[src/rtl/muldiv_unit.sv]
// muldiv_unit: iterative multiply/divide unit with HI/LO result registers.
// One operand bit per cycle (shift-add multiply, restoring divide) on
// operand magnitudes; sign correction is applied in a single FIX cycle.
module muldiv_unit #(
    parameter int WIDTH = 32
) (
    input  logic             clk,
    input  logic             rst,
    input  logic             start,
    input  logic [1:0]       op,
    input  logic [WIDTH-1:0] data_a,
    input  logic [WIDTH-1:0] data_b,
    input  logic             hilo_select,
    output logic             busy,
    output logic             result_ready,
    output logic [WIDTH-1:0] result,
    output logic             div_by_zero
);

    localparam int CW = $clog2(WIDTH) + 1;

    typedef enum logic [1:0] {
        IDLE = 2'd0,
        CALC = 2'd1,
        FIX  = 2'd2
    } state_t;

    state_t r_state;
    state_t w_next;

    logic             w_accept;
    logic             w_step;
    logic             w_finish;

    logic [CW-1:0]    r_cnt;

    // Operation context captured at the accepting edge
    logic             r_is_div;
    logic             r_neg_main;
    logic             r_neg_rem;
    logic             r_b_zero;
    logic [WIDTH-1:0] r_a_raw;
    logic [WIDTH-1:0] r_b_mag;

    // Working accumulator: {product high, multiplier/product low} for
    // multiply, {partial remainder, dividend/quotient} for divide
    logic [WIDTH-1:0] r_acc_hi;
    logic [WIDTH-1:0] r_acc_lo;

    logic [WIDTH-1:0] r_hi;
    logic [WIDTH-1:0] r_lo;
    logic             r_dbz;
    logic             r_ready;

    logic             w_signed;
    logic             w_a_neg;
    logic             w_b_neg;
    logic [WIDTH-1:0] w_a_mag;
    logic [WIDTH-1:0] w_b_mag;

    logic [WIDTH-1:0] w_addend;
    logic [WIDTH:0]   w_mul_sum;
    logic [WIDTH:0]   w_div_trial;
    logic             w_div_ok;
    logic [WIDTH-1:0] w_step_hi;
    logic [WIDTH-1:0] w_step_lo;

    logic [2*WIDTH-1:0] w_prod;
    logic [2*WIDTH-1:0] w_prod_neg;
    logic [WIDTH-1:0]   w_fix_hi;
    logic [WIDTH-1:0]   w_fix_lo;

    // State register
    always_ff @(posedge clk or negedge rst) begin
        if (!rst) begin
            r_state <= IDLE;
        end else begin
            r_state <= w_next;
        end
    end

    // Next-state and control decode; start is only honoured in IDLE
    always_comb begin
        w_next   = r_state;
        busy     = 1'b0;
        w_accept = 1'b0;
        w_step   = 1'b0;
        w_finish = 1'b0;
        case (r_state)
            IDLE: begin
                if (start) begin
                    w_accept = 1'b1;
                    w_next   = CALC;
                end
            end
            CALC: begin
                busy   = 1'b1;
                w_step = 1'b1;
                if (r_cnt == CW'(WIDTH - 1)) begin
                    w_next = FIX;
                end
            end
            FIX: begin
                busy     = 1'b1;
                w_finish = 1'b1;
                w_next   = IDLE;
            end
            default: begin
                w_next = IDLE;
            end
        endcase
    end

    // Iteration counter for the CALC phase
    always_ff @(posedge clk or negedge rst) begin
        if (!rst) begin
            r_cnt <= '0;
        end else if (w_accept) begin
            r_cnt <= '0;
        end else if (w_step) begin
            r_cnt <= r_cnt + 1'b1;
        end
    end

    // Operand sign analysis and magnitude conversion at acceptance
    always_comb begin
        w_signed = op[0];
        w_a_neg  = w_signed & data_a[WIDTH-1];
        w_b_neg  = w_signed & data_b[WIDTH-1];
        w_a_mag  = w_a_neg ? -data_a : data_a;
        w_b_mag  = w_b_neg ? -data_b : data_b;
    end

    // Latch operation context so later input changes cannot disturb it
    always_ff @(posedge clk or negedge rst) begin
        if (!rst) begin
            r_is_div   <= 1'b0;
            r_neg_main <= 1'b0;
            r_neg_rem  <= 1'b0;
            r_b_zero   <= 1'b0;
            r_a_raw    <= '0;
            r_b_mag    <= '0;
        end else if (w_accept) begin
            r_is_div   <= op[1];
            r_neg_main <= w_a_neg ^ w_b_neg;
            r_neg_rem  <= w_a_neg;
            r_b_zero   <= (data_b == '0);
            r_a_raw    <= data_a;
            r_b_mag    <= w_b_mag;
        end
    end

    // One iteration of shift-add multiply or restoring divide
    always_comb begin
        w_addend    = r_acc_lo[0] ? r_b_mag : '0;
        w_mul_sum   = {1'b0, r_acc_hi} + {1'b0, w_addend};
        // Shifted partial remainder is below 2*divisor, so WIDTH+1 bits
        // suffice and the top bit doubles as the borrow flag.
        w_div_trial = {r_acc_hi, r_acc_lo[WIDTH-1]} - {1'b0, r_b_mag};
        w_div_ok    = ~w_div_trial[WIDTH];
        if (r_is_div) begin
            w_step_hi = w_div_ok ? w_div_trial[WIDTH-1:0]
                                 : {r_acc_hi[WIDTH-2:0], r_acc_lo[WIDTH-1]};
            w_step_lo = {r_acc_lo[WIDTH-2:0], w_div_ok};
        end else begin
            w_step_hi = w_mul_sum[WIDTH:1];
            w_step_lo = {w_mul_sum[0], r_acc_lo[WIDTH-1:1]};
        end
    end

    // Accumulator: loaded with the first operand magnitude, then iterated
    always_ff @(posedge clk or negedge rst) begin
        if (!rst) begin
            r_acc_hi <= '0;
            r_acc_lo <= '0;
        end else if (w_accept) begin
            r_acc_hi <= '0;
            r_acc_lo <= w_a_mag;
        end else if (w_step) begin
            r_acc_hi <= w_step_hi;
            r_acc_lo <= w_step_lo;
        end
    end

    // Sign correction and divide-by-zero substitution for the final result
    always_comb begin
        w_prod     = {r_acc_hi, r_acc_lo};
        w_prod_neg = -w_prod;
        w_fix_hi   = r_acc_hi;
        w_fix_lo   = r_acc_lo;
        if (r_is_div) begin
            if (r_b_zero) begin
                w_fix_lo = '1;
                w_fix_hi = r_a_raw;
            end else begin
                w_fix_lo = r_neg_main ? -r_acc_lo : r_acc_lo;
                w_fix_hi = r_neg_rem  ? -r_acc_hi : r_acc_hi;
            end
        end else if (r_neg_main) begin
            w_fix_hi = w_prod_neg[2*WIDTH-1:WIDTH];
            w_fix_lo = w_prod_neg[WIDTH-1:0];
        end
    end

    // HI/LO and divide-by-zero flag update only on completion
    always_ff @(posedge clk or negedge rst) begin
        if (!rst) begin
            r_hi  <= '0;
            r_lo  <= '0;
            r_dbz <= 1'b0;
        end else if (w_finish) begin
            r_hi  <= w_fix_hi;
            r_lo  <= w_fix_lo;
            r_dbz <= r_is_div & r_b_zero;
        end
    end

    // One-cycle completion pulse following the HI/LO load
    always_ff @(posedge clk or negedge rst) begin
        if (!rst) begin
            r_ready <= 1'b0;
        end else begin
            r_ready <= w_finish;
        end
    end

    assign result       = hilo_select ? r_hi : r_lo;
    assign result_ready = r_ready;
    assign div_by_zero  = r_dbz;

endmodule

[config.mk]
export PLATFORM = sky130hd
export DESIGN_NAME = muldiv_unit
export DESIGN_NICKNAME = d
export VERILOG_FILES = /design/src/rtl/muldiv_unit.sv
export SDC_FILE = /design/constraint.sdc
export NUM_CORES = 1
export LEC_CHECK = 0
export ABC_AREA = 0
export CAP_MARGIN = 20
export CORE_MARGIN = 4
export CORE_UTILIZATION = 30
export CTS_CLUSTER_SIZE = 14
export DETAILED_ROUTE_END_ITERATION = 7
export PLACE_DENSITY_LB_ADDON = 0.15
export SLEW_MARGIN = 20
export SYNTH_ARGS = -nofsm -noshare
export SYNTH_HDL_FRONTEND = slang
export SYNTH_SLANG_ARGS = --single-unit
[constraint.sdc]
create_clock -name clk -period 4.3 [get_ports clk]
set_input_delay 0.645 -clock clk [delete_from_list [all_inputs] [get_ports clk]]
set_output_delay 0.645 -clock clk [all_outputs]
set_load 0.01 [all_outputs]
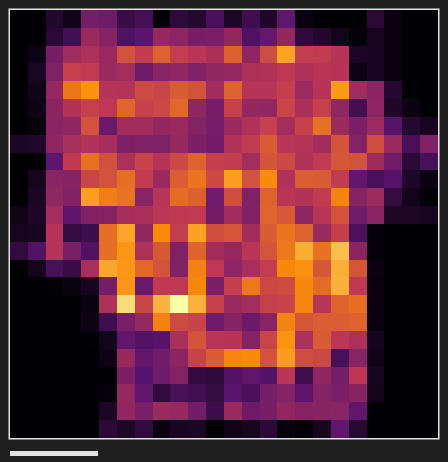
**Above:** signal metal coverage by tile.
Bar = 50 um. 24 x 24 tiles, from black (low) to pale yellow (high), scaled to the fullest tile. Values are wire area over tile area, all layers added.
- densest ninth of the die: center
- tiles over half the peak: 26%
- mean over tiles: 0.15
- nearly empty tiles: 21%

==> Slide: Implementation Results <==
Physical Implementation Snapshot

Finish
  • Layout Utilization: between 30 and 40%
  • Clk cell area share: approximately 4.8%
  • Most frequent cells in the layout: nand2_1 (292), dfrtp_1 (204), o21ai_0 (176)
  • Non-clock buffer count: around 140
  • Number of nets in the final layout: ~2,200
  • Share of the final layout cell area in sequential cells: between 20% and 30%
  • Number of logic inverters in the finished layout: ~75
  • Comb/total area: between 50% and 60%
  • Non-filler cells, final: roughly 2,800

Critical path
  • CP Data Arrival Time: approximately 4.3 ns
  • Sort of element at the end of the critical path: flop
  • Crit-path slowest cell: dfrtp_1
  • Cell count of the worst reg-to-reg path: 12

Placement
  • Global placement routability congestion: ~0.9
  • Detailed-placement wirelength estimate: a little over 40,000 um
  • Port bufs: approximately 100

Floorplan
  • Count of inserted tapcells: between 600 and 700
  • Total core area: roughly 54,000 um^2
  • Total die size: about 60,000 um^2
  • Core utilization at floorplan: between 30% and 40%

Drt
  • Initial detailed-routing violation count: between 900 and 1,000
  • Sum of met2 wire segment lengths after detailed routing: between 20,000 and 30,000 um
  • Post-Route M1 WL: between 20,000 and 30,000 um
  • Top routing layer in use: met4

Logic synthesis
  • Synthesized chip area reported by yosys: around 17,000 um^2
  • Fraction of synthesized cell area in xor and xnor cells: a little over a tenth
  • Post-Syn Area per Cell: slightly above 8 um^2
  • And+or+nand+nor area frac: 18.4%
  • Share of synthesized area spent on multiplexers: 7.97%

Power
  • Total design power: roughly 0.014 W
  • Clock-net power: between 0.002 and 0.0025 W
  • Switch Pwr: slightly below 0.007 W
  • Power density cells: approximately 750 nW/um^2

Status
  • Status: finished clean

Timing
  • Final critical-path required period: 3.86 ns
  • Final setup TNS: 0 ns
  • Number of failing setup endpoints in the final timing report: 0
  • Final worst setup slack: approximately 0.44 ns

Clock network
  • Clock sink count: 206
  • Number of post-CTS setup repair buffers: 0
  • Clock buffers created by TritonCTS: 28
  • Clock Tree Root: clkbuf_16
  • Number of levels in the clock H-tree: 1
  • CTS max path bufs: 3

Global route
  • Largest net degree at the start of global routing: 158
  • Met3 GRT Util: approximately 1.8%
  • Met2 Use GR: between 30% and 40%
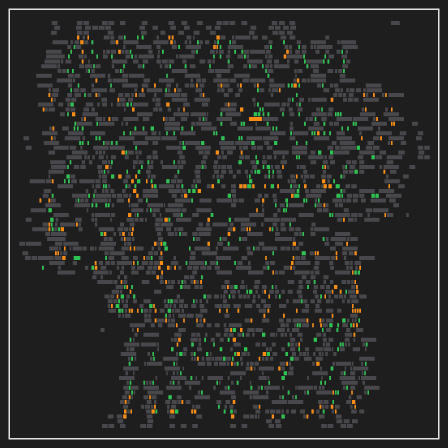
**Above:** gate families picked out.
- NAND gates: green (cells 376; most used nand2_1)
- NOR gates: orange (cells 238; most used nor2_1; where widely spread)

Power and IR drop assume default switching activity.
